### src/rtl/addsub_pkg.sv
// rtl/addsub_pkg.sv - shared types and constants for the multiword add/sub sequencer
package addsub_pkg;

  typedef enum logic [1:0] {
    IDLE = 2'd0,
    RUN  = 2'd1,
    DONE = 2'd2
  } state_t;

  localparam int LIMB_W = 16;

  // Limb index needs at least one bit even when there is a single limb.
  function automatic int idx_width(input int words);
    return (words <= 1) ? 1 : $clog2(words);
  endfunction

endpackage

### src/rtl/RippleCarryAdder16Bit.sv
// rtl/RippleCarryAdder16Bit.sv - 16-bit adder with carry in/out, shared across limbs
module RippleCarryAdder16Bit (
  input  logic [15:0] a,
  input  logic [15:0] b,
  input  logic        cin,
  output logic [15:0] sum,
  output logic        cout
);

  logic [16:0] total;

  assign total = {1'b0, a} + {1'b0, b} + {16'd0, cin};
  assign sum   = total[15:0];
  assign cout  = total[16];

endmodule

### src/rtl/multiword_addsub_sequencer.sv
// rtl/multiword_addsub_sequencer.sv - WORDS x 16-bit add/sub, one limb per cycle on a shared adder
module multiword_addsub_sequencer
  import addsub_pkg::*;
#(
  parameter int WORDS = 4
) (
  input  logic                      clk,
  input  logic                      rst,
  input  logic                      in_valid,
  output logic                      in_ready,
  input  logic [LIMB_W*WORDS-1:0]   a,
  input  logic [LIMB_W*WORDS-1:0]   b,
  input  logic                      sub,
  output logic                      out_valid,
  input  logic                      out_ready,
  output logic [LIMB_W*WORDS-1:0]   result,
  output logic                      carry_out,
  output logic                      signed_overflow,
  output logic                      unsigned_overflow,
  output logic                      zero_flag,
  output logic                      negative_flag,
  output logic                      busy
);

  localparam int W  = LIMB_W * WORDS;
  localparam int IW = idx_width(WORDS);

  state_t            state_q, state_d;
  logic [W-1:0]      a_q, b_q;
  logic              sub_q;
  logic [IW-1:0]     idx_q;
  logic              carry_q;
  logic              zacc_q;

  logic [LIMB_W-1:0] a_limb, b_limb, b_eff, sum;
  logic              cout;
  logic              accept;
  logic              last_limb;

  assign a_limb    = a_q[LIMB_W*int'(idx_q) +: LIMB_W];
  assign b_limb    = b_q[LIMB_W*int'(idx_q) +: LIMB_W];
  assign b_eff     = sub_q ? ~b_limb : b_limb;
  assign last_limb = (idx_q == IW'(WORDS - 1));
  assign accept    = in_valid && (state_q == IDLE);

  RippleCarryAdder16Bit u_adder (
    .a    (a_limb),
    .b    (b_eff),
    .cin  (carry_q),
    .sum  (sum),
    .cout (cout)
  );

  always_ff @(posedge clk or posedge rst) begin
    if (rst) begin
      state_q <= IDLE;
    end else begin
      state_q <= state_d;
    end
  end

  always_comb begin
    state_d = state_q;
    case (state_q)
      IDLE:    if (in_valid)  state_d = RUN;
      RUN:     if (last_limb) state_d = DONE;
      DONE:    if (out_ready) state_d = IDLE;
      default:                state_d = IDLE;
    endcase
  end

  always_comb begin
    in_ready  = 1'b0;
    out_valid = 1'b0;
    busy      = 1'b0;
    case (state_q)
      IDLE:    in_ready  = 1'b1;
      RUN:     busy      = 1'b1;
      DONE: begin
        out_valid = 1'b1;
        busy      = 1'b1;
      end
      default: busy      = 1'b1;
    endcase
  end

  // Carry starts at sub so that A + ~B + 1 forms the two's-complement difference.
  always_ff @(posedge clk or posedge rst) begin
    if (rst) begin
      a_q               <= '0;
      b_q               <= '0;
      sub_q             <= 1'b0;
      idx_q             <= '0;
      carry_q           <= 1'b0;
      zacc_q            <= 1'b0;
      result            <= '0;
      carry_out         <= 1'b0;
      signed_overflow   <= 1'b0;
      unsigned_overflow <= 1'b0;
      zero_flag         <= 1'b0;
      negative_flag     <= 1'b0;
    end else if (accept) begin
      a_q     <= a;
      b_q     <= b;
      sub_q   <= sub;
      idx_q   <= '0;
      carry_q <= sub;
      zacc_q  <= 1'b1;
    end else if (state_q == RUN) begin
      result[LIMB_W*int'(idx_q) +: LIMB_W] <= sum;
      carry_q <= cout;
      zacc_q  <= zacc_q & (sum == '0);
      idx_q   <= idx_q + IW'(1);
      if (last_limb) begin
        carry_out         <= cout;
        unsigned_overflow <= sub_q ? ~cout : cout;
        signed_overflow   <= (a_limb[LIMB_W-1] == b_eff[LIMB_W-1]) &&
                             (a_limb[LIMB_W-1] != sum[LIMB_W-1]);
        zero_flag         <= zacc_q & (sum == '0);
        negative_flag     <= sum[LIMB_W-1];
      end
    end
  end

endmodule

### config.mk
export PLATFORM = sky130hd
export DESIGN_NAME = multiword_addsub_sequencer
export DESIGN_NICKNAME = d
export VERILOG_FILES = /design/src/rtl/addsub_pkg.sv /design/src/rtl/RippleCarryAdder16Bit.sv /design/src/rtl/multiword_addsub_sequencer.sv
export SDC_FILE = /design/constraint.sdc
export NUM_CORES = 1
export LEC_CHECK = 0
export CAP_MARGIN = 15
export CELL_PAD_IN_SITES_DETAIL_PLACEMENT = 1
export CELL_PAD_IN_SITES_GLOBAL_PLACEMENT = 1
export CORE_MARGIN = 1.5
export CORE_UTILIZATION = 35
export CTS_CLUSTER_SIZE = 14
export DETAILED_ROUTE_END_ITERATION = 7
export HOLD_SLACK_MARGIN = 0.05
export PLACE_DENSITY_LB_ADDON = 0.05
export SLEW_MARGIN = 40
export SYNTH_ARGS = -nofsm -noshare
export SYNTH_HDL_FRONTEND = slang
export SYNTH_SLANG_ARGS = --single-unit
### constraint.sdc
create_clock -name clk -period 6.88 [get_ports clk]
set_clock_uncertainty 0.05 [all_clocks]
set_input_delay 0.688 -clock clk [delete_from_list [all_inputs] [get_ports clk]]
set_output_delay 0.688 -clock clk [all_outputs]
set_load 0.01 [all_outputs]
Fig. 1: run 1, clock network drawn from the DEF
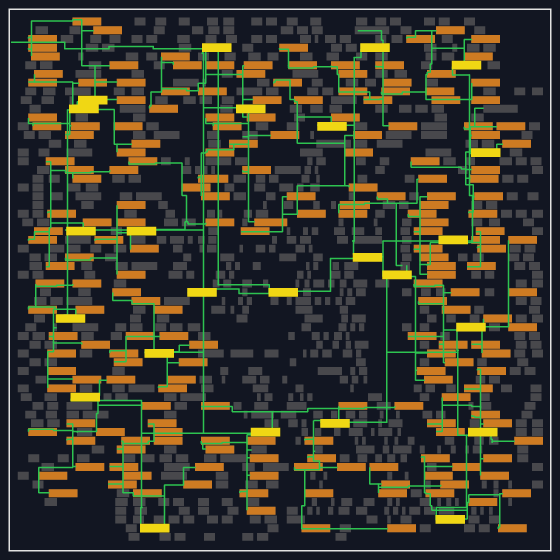
- orange: flip-flops (count 204)
- green: clock wires (length 2950 um)
- yellow: cells driving clock nets (count 24)
- routed clock nets: 25
- flops lie: spread over the die
Skew-Pair Late Insertion Delay: 0.52 ns

Fig. 2: run 1, M2 wires
Bar = 50 um.
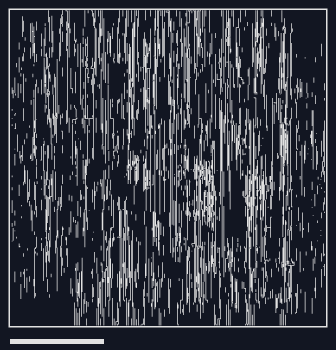
- wire length on this layer: 13300 um
- longest straight run: 77.2 um
- nets with wire on the layer: 950
- share of all routed wire: 49%
- main direction: vertical

==> Table 3: Implementation characteristics, run 1 <==
Summary of implementation characteristics

Parameter                              Value

Critical path
  Arrival time reported for the critical path endpoint    approximately 4.8 ns
  Slowest stage cell on the critical path    sky130_fd_sc_hd__dfrtp_4
  Series of cell instances along the critical path    buf_4 > mux4_2 > xor2_1 > ha_1 > nand2_1 > o21ai_1 > a21oi_4 > xnor2_1 > nor4_4 > or4b_1 > o21ai_1
  Launching point of the worst reg2reg path    idx_q[0]
  Kind of critical path    flop to flop

Cells and area
  Leading cell types in the layout, fill and taps excluded    sky130_fd_sc_hd__clkdlybuf4s50_1, sky130_fd_sc_hd__dfrtp_1, sky130_fd_sc_hd__mux2_2
  Dominant class by area    sequential cells
  Number of inverters outside the clock class in the layout    10
  Flop count    204
  Ratio of cells with drive above 1 in the final layout    a little over a quarter
  Logic area    around 4300 um^2
  Layout buffering overhead excluding clock cells    16.5%

Hold path
  Hold Path End    result[50]

Floorplan
  Chip area    28300 um^2
  Fp_density    a little over a third

Timing
  Setup repair after global routing missed its margin    false
  Final Cycle Share    about 64%
  Aggregate negative setup slack    0 ns

Synthesis
  Cells in synth_stat.txt    approximately 690
  Most frequent cell after synthesis    sky130_fd_sc_hd__dfrtp_1
  Synth top area cells    sky130_fd_sc_hd__dfrtp_1, sky130_fd_sc_hd__mux2_2, sky130_fd_sc_hd__mux4_2, sky130_fd_sc_hd__a22o_1, sky130_fd_sc_hd__ha_1
  Number of standard cells after synthesis    slightly below 700
  Synthesized net count    between 800 and 900
  Number of different library cells in the post-synthesis netlist    between 60 and 70
  Post-Syn Area    ~9500 um^2

Route
  DR vias    about 6500
  Number of iterations in the first detailed-routing pass    4
  Average detailed-routed wire length per instance    about 22 um

Run status
  Run status    finished clean

GRT
  GRT overflow    0
  Maximum number of pins on one net before global-route repair    140

Clocking
  Clock Sinks    approximately 200
  Number of H-tree branching levels    1

Place
  Quantity of I/O buffers inserted on ports    204
Fig. 3: run 1, placement by cell class
Bar = 50 um. Fill, decap, tap and diode cells in gray.
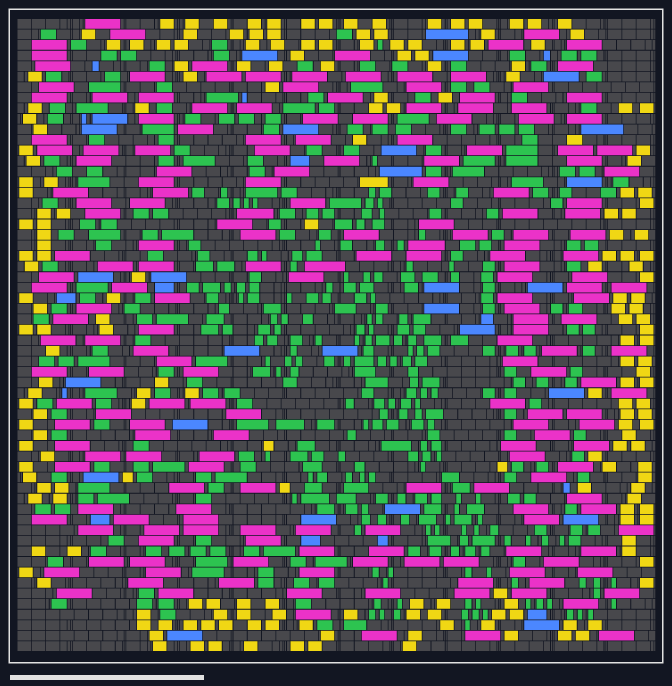
- green: all other logic (cells 442)
- blue: clock drivers and dummy loads (cells 42)
- yellow: other buffers and delay cells (cells 210)
- magenta: flops (cells 204)
placement row count: 60
sequential share of cell area: 40.0%
Final Instance Area: 12800 um^2

Fig. 4: run 1, cell placement
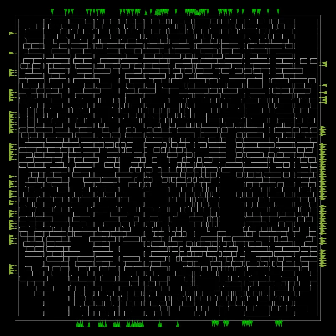
Fillers: 2685
tally of non-filler cells in the final layout: 1239
placeable core region: 26900 um^2
tap cells: 341

[run 1: kinds of logic after synthesis]
family	after synthesis
flip-flops	204
AND-OR/OR-AND	128
buffers and inverters	49
adder cells (fa/ha/maj)	23
XOR/XNOR	23
AND/OR/NAND/NOR	95
multiplexers	163
[run 1: per-layer routing]
layer / global-route usage [%] / vias up / share of wire [%] / wire (um)
met5: 0 / - / 0 / 0
met4: 5.36 / 0 / 2.5 / 683
met3: 3.20 / 38 / 4.8 / 1310
met2: 33.2 / 182 / 49 / 13300
met1: 25.8 / 3334 / 44 / 11800
li1: - / 2964 / - / -
[run 1: flip-flops by register name, indices dropped and copies added (netlist names)]
signal and count:
zacc_q 1, b_q 64, unsigned_overflow 1, negative_flag 1
result 64, signed_overflow 1, carry_q 1, a_q 64
carry_out 1, idx_q 2, sub_q 1, state_q 2
zero_flag 1
[run 1: worst reg2reg max path: stages (launching register included)]
cell	delay (ns)
sky130_fd_sc_hd__dfrtp_4	0.74
sky130_fd_sc_hd__buf_4	0.46
sky130_fd_sc_hd__mux4_2	0.58
sky130_fd_sc_hd__xor2_1	0.18
sky130_fd_sc_hd__ha_1	0.50
sky130_fd_sc_hd__nand2_1	0.09
sky130_fd_sc_hd__o21ai_1	0.38
sky130_fd_sc_hd__a21oi_4	0.10
sky130_fd_sc_hd__xnor2_1	0.29
sky130_fd_sc_hd__nor4_4	0.36
sky130_fd_sc_hd__or4b_1	0.48
sky130_fd_sc_hd__o21ai_1	0.12
[run 1: stage by stage]
step	util (%)	instances	setup WS, ns	area, um^2
after floorplan	-	685	0.575	9540
after global placement	44.3	1196	2.28	11900
after detailed placement	44.4	1197	2.40	11900
after CTS	47.5	1239	2.39	12800
after global routing	47.6	1239	2.14	12800
final	47.6	1239	2.49	12800
==> run 2, diff against run 1 <==
- clock period: 6.88 -> 4.1 ns (I/O delays scaled with it)
Fig. 5: run 2, M2 wires
Bar = 50 um.
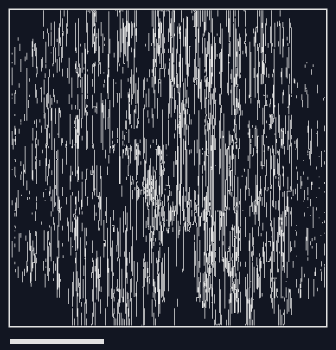
- nets with wire on the layer: 990
- share of all routed wire: 50%
- longest straight run: 67.3 um
drt total wl: 27100 um
grt met2 use: 33.2%
DR vias: 6643

Fig. 6: run 2, clock network drawn from the DEF
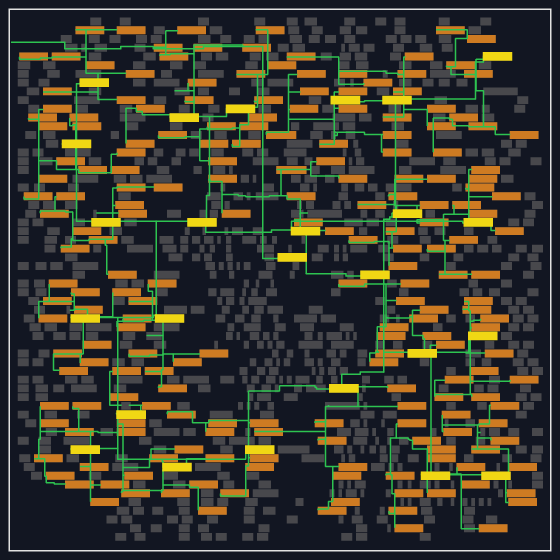
- green: clock wires (length 2880 um)
- yellow: cells driving clock nets (count 25)
- orange: flip-flops (count 204)
- flops lie: spread over the die

==> run 2 against run 1 <==
  * Synthesized area is the same
  * Count of clock-buffer cells in the layout shrank 2
  * Global-route usage barely moved
  * First-iteration DRC count decreased by 19%
  * Worst setup slack worse by 2.3 ns
  * Core utilization is 0.58 points higher
  * Final cell count increased by 1.3%
  * Die size stayed put
  * Critical path type unchanged
==> Table 3: Implementation characteristics, run 2 <==
Summary of implementation characteristics

Parameter                              Value

Cells and area
  Final Instance Area    12900 um^2 (+1.2%)
  Post-Route Utilization    48.1% (+0.58 points)
  Tally of non-filler cells in the final layout    1255 (+1.3%)
  Leading cell types in the layout, fill and taps excluded    sky130_fd_sc_hd__clkdlybuf4s50_1, sky130_fd_sc_hd__dfrtp_1, sky130_fd_sc_hd__mux2_2
  Ratio of cells with drive above 1 in the final layout    27.4% (+0.96 points)
  Largest registers in the final layout    a_q: 64 flops, b_q: 64 flops, result: 64 flops

Place
  Standard cell area after detailed placement    12100 um^2 (+1.3%)
  Setup slack after placement    0.167 ns (-2.24 ns)
  Placed cell count    1212 (+1.3%)

Clocking
  Clock Sinks    204 (unchanged)
  Skew-Pair Late Insertion Delay    0.51 ns (about the same)

Critical path
  Series of cell instances along the critical path    buf_4 > mux4_2 > xor2_1 > ha_1 > a21o_1 > or2_1 > o311ai_1 > nor3_1 > or2_4 > a2111o_1 > o21ai_1
  Launching point of the worst reg2reg path    idx_q[0]
  Kind of critical path    flop to flop

Synthesis
  Cells in synth_stat.txt    685 (unchanged)
  Post-Syn Area    9540 um^2 (unchanged)
  Most frequent cell after synthesis    sky130_fd_sc_hd__dfrtp_1
  Synthesized net count    841 (unchanged)
  Synth top area cells    sky130_fd_sc_hd__dfrtp_1, sky130_fd_sc_hd__mux2_2, sky130_fd_sc_hd__mux4_2, sky130_fd_sc_hd__a22o_1, sky130_fd_sc_hd__ha_1
  Number of different library cells in the post-synthesis netlist    66 (unchanged)

Floorplan
  Fp_density    35.5% (unchanged)
  Placement row count    60 (unchanged)
  Chip area    28300 um^2 (unchanged)
  Placeable core region    26900 um^2 (unchanged)

GRT
  Maximum number of pins on one net before global-route repair    84 (-40%)
  GRT overflow    0 (unchanged)

Timing
  Aggregate negative setup slack    0 ns (unchanged)
  Final Cycle Share    94.8% (+31 points)
  Setup repair after global routing missed its margin    false
  Final worst-path setup slack    0.213 ns (-2.28 ns)

Route
  Number of iterations in the first detailed-routing pass    4 (unchanged)

Run status
  Run status    finished clean
[run 2: worst reg2reg max path, delay by kind of cell, from the launching register on]
kind | cells | cell delay [ns]
simple gates | 3 | 0.75
xor+xnor | 1 | 0.35
mux | 1 | 0.59
compound gates | 4 | 1.07
buf+inv | 1 | 0.23
flops | 1 | 0.41
fa+ha+maj | 1 | 0.37
[run 2: how the worst min path moves through the flow]
stage,startpoint,endpoint,cells past startpoint
after floorplan,state_q[1],state_q[0],1
after global placement,result[50],result[50],2
after detailed placement,result[39],result[39],2
after CTS,rst,a_q[54],2
after global routing,rst,a_q[54],2
final,rst,a_q[54],2
[run 2: layer usage]
layer | up-vias | track usage, % | share of wire (%)
li1 | 2998 | - | -
met2 | 180 | 33.2 | 50
met1 | 3430 | 26.1 | 44
met3 | 35 | 3.20 | 4.3
met4 | 0 | 4.23 | 2.1
met5 | - | 0 | 0
[run 2: what timing repair did]
item / 4_1_cts / 5_1_grt
endpoints found under the hold margin: 0 / 0
buffers inserted: 0 / 0
gates resized: 0 / 1
setup endpoints to repair: 0 / 1
[run 2: final cells by class]
| cell class | count | area, um^2 | share of cell area (%) |
|---|---|---|---|
| clock buffers | 32 | 692 | 5.35 |
| flip-flops and latches | 204 | 5110 | 39.5 |
| multi-input cells | 432 | 4230 | 32.7 |
| repair buffers | 226 | 2310 | 17.8 |
| clock inverters | 10 | 129 | 0.996 |
| well taps | 341 | 427 | 3.30 |
| inverters | 10 | 41.3 | 0.319 |
==> run 3, diff against run 2 <==
--- a/config.mk
+++ b/config.mk
@@ -11,4 +11,5 @@
 export CORE_MARGIN = 1.5
 export CORE_UTILIZATION = 35
+export CTS_CLUSTER_DIAMETER = 80
 export CTS_CLUSTER_SIZE = 14
 export DETAILED_ROUTE_END_ITERATION = 7
==> constraint.sdc (replaced) <==
create_clock -name clk -period 4.1 [get_ports clk]
set_clock_uncertainty 0.05 [all_clocks]
set_input_delay 0.615 -clock clk [delete_from_list [all_inputs] [get_ports clk]]
set_output_delay 0.615 -clock clk [all_outputs]
set_load 0.01 [all_outputs]
Fig. 7: run 3, PDN straps and rails
Pins as bars on the die edge. Tap cells in gray.
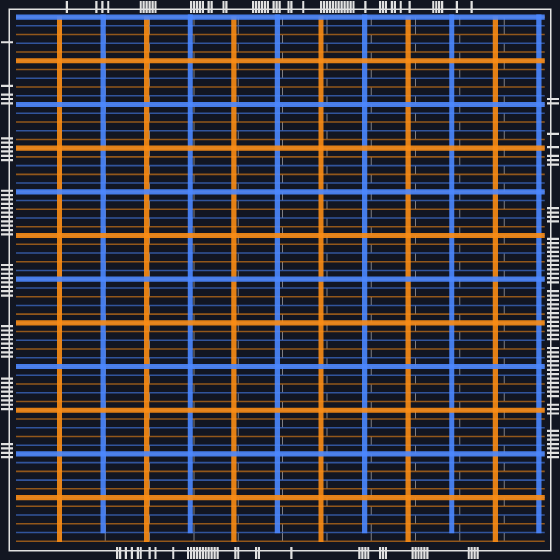
- blue: VDD
- orange: VSS
- tap cells: 341
- met4 straps: 12
- met1 rails: 61
- signal pins: 205

Fig. 8: run 3, M2 wires
Bar = 50 um.
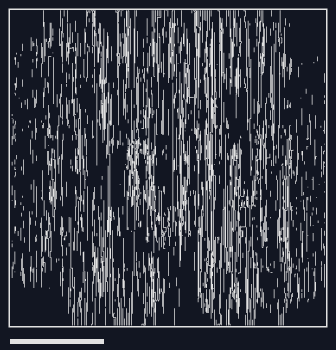
- share of all routed wire: 50%
- nets with wire on the layer: 977
- longest straight run: 79.2 um
- main direction: vertical
DR vias: 6527
drt total wl: 26700 um
grt met2 use: 32.8%

==> run 3 against run 2 <==
  * Hold slack gained 0.30 ns
  * Wire length down 1.6%
  * Core utilization is 1.5 points lower
  * Maximum frequency up 0.31%
  * Sequential share of layout area increased by 1.3 points
  * Sequential cell count unchanged
==> Table 3: Implementation characteristics, run 3 <==
Summary of implementation characteristics

Parameter                              Value

Synthesis
  Synthesized net count    841 (unchanged)
  Synth top area cells    sky130_fd_sc_hd__dfrtp_1, sky130_fd_sc_hd__mux2_2, sky130_fd_sc_hd__mux4_2, sky130_fd_sc_hd__a22o_1, sky130_fd_sc_hd__ha_1
  Number of different library cells in the post-synthesis netlist    66 (unchanged)
  Most frequent cell after synthesis    sky130_fd_sc_hd__dfrtp_1
  Post-Syn Area    9540 um^2 (unchanged)

Clocking
  Cell resize tally after clock tree synthesis    0 (unchanged)
  Clock Sinks    204 (unchanged)
  Skew-Pair Late Insertion Delay    0.49 ns (-0.02 ns)

Timing
  Aggregate negative setup slack    0 ns (unchanged)
  Setup repair after global routing missed its margin    false
  Final Cycle Share    94.5% (-0.29 points)

Floorplan
  Chip area    28300 um^2 (unchanged)
  Placeable core region    26900 um^2 (unchanged)
  Fp_density    35.5% (unchanged)

GRT
  Maximum number of pins on one net before global-route repair    107 (+27%)
  GRT overflow    0 (unchanged)

Cells and area
  Logic area    4230 um^2 (-0.18%)
  Ratio of cells with drive above 1 in the final layout    25.4% (-1.9 points)
  Final Instance Area    12500 um^2 (-3.1%)
  Leading cell types in the layout, fill and taps excluded    sky130_fd_sc_hd__clkdlybuf4s50_1, sky130_fd_sc_hd__dfrtp_1, sky130_fd_sc_hd__mux2_2
  Largest registers in the final layout    a_q: 64 flops, b_q: 64 flops, result: 64 flops

Hold path
  Worst hold path cell count    2
  Min-delay src    result[17]

Route
  Number of iterations in the first detailed-routing pass    4 (unchanged)

Critical path
  Kind of critical path    flop to flop
  Launching point of the worst reg2reg path    idx_q[0]
  Series of cell instances along the critical path    buf_12 > mux4_2 > xor2_1 > ha_1 > a21o_1 > or2_1 > o41ai_1 > nor3_1 > or2_4 > a2111o_1 > o21ai_1

Run status
  Run status    finished clean
[run 3: cell types whose count changed in the layout (fill, tap and decap cells not counted), sizes merged]
cell / change
clkbuf: -12
buf: -5
clkinv: -4
bufinv: -3
inv: -1
[run 3: per-layer routing]
layer | share of wire, % | up-vias | track usage (%) | routed length, um
met5 | 0 | - | 0 | 0
met4 | 2.6 | 0 | 5.16 | 697
met3 | 4.3 | 33 | 2.87 | 1150
met2 | 50 | 184 | 32.8 | 13300
met1 | 43 | 3361 | 25.3 | 11600
li1 | - | 2949 | - | -
[run 3: stage by stage]
step | util (%) | std cells | setup WS [ns]
6_report | 46.6 | 1230 | 0.225
4_1_cts | 46.6 | 1230 | 0.182
2_1_floorplan | - | 685 | 0.0893
3_5_place_dp | 44.8 | 1208 | 0.221
3_3_place_gp | 44.8 | 1208 | 0.263
5_1_grt | 46.6 | 1230 | 0.0462
[run 3: worst min-delay path: stages, from the launching register on]
cell,delay [ns]
sky130_fd_sc_hd__dfrtp_1,0.34
sky130_fd_sc_hd__nand2_1,0.05
sky130_fd_sc_hd__o21ai_0,0.06
[run 3: worst max path at each step]
| stage | endpoint | slack [ns] | cells after the start |
|---|---|---|---|
| 6_report | zacc_q | 0.22 | 11 |
| 5_1_grt | zero_flag | 0.05 | 11 |
| 4_1_cts | zero_flag | 0.18 | 11 |
| 3_5_place_dp | zero_flag | 0.22 | 11 |
| 3_3_place_gp | zacc_q | 0.26 | 11 |
| 2_1_floorplan | zero_flag | 0.09 | 13 |
[run 3: layout make-up]
class | count | area share, %
tap | 341 | 3.40
clock inverter | 2 | 0.0798
sequential | 204 | 40.7
timing repair buffer | 221 | 17.9
multi-input combinational | 432 | 33.7
inverter | 10 | 0.329
clock buffer | 20 | 3.82
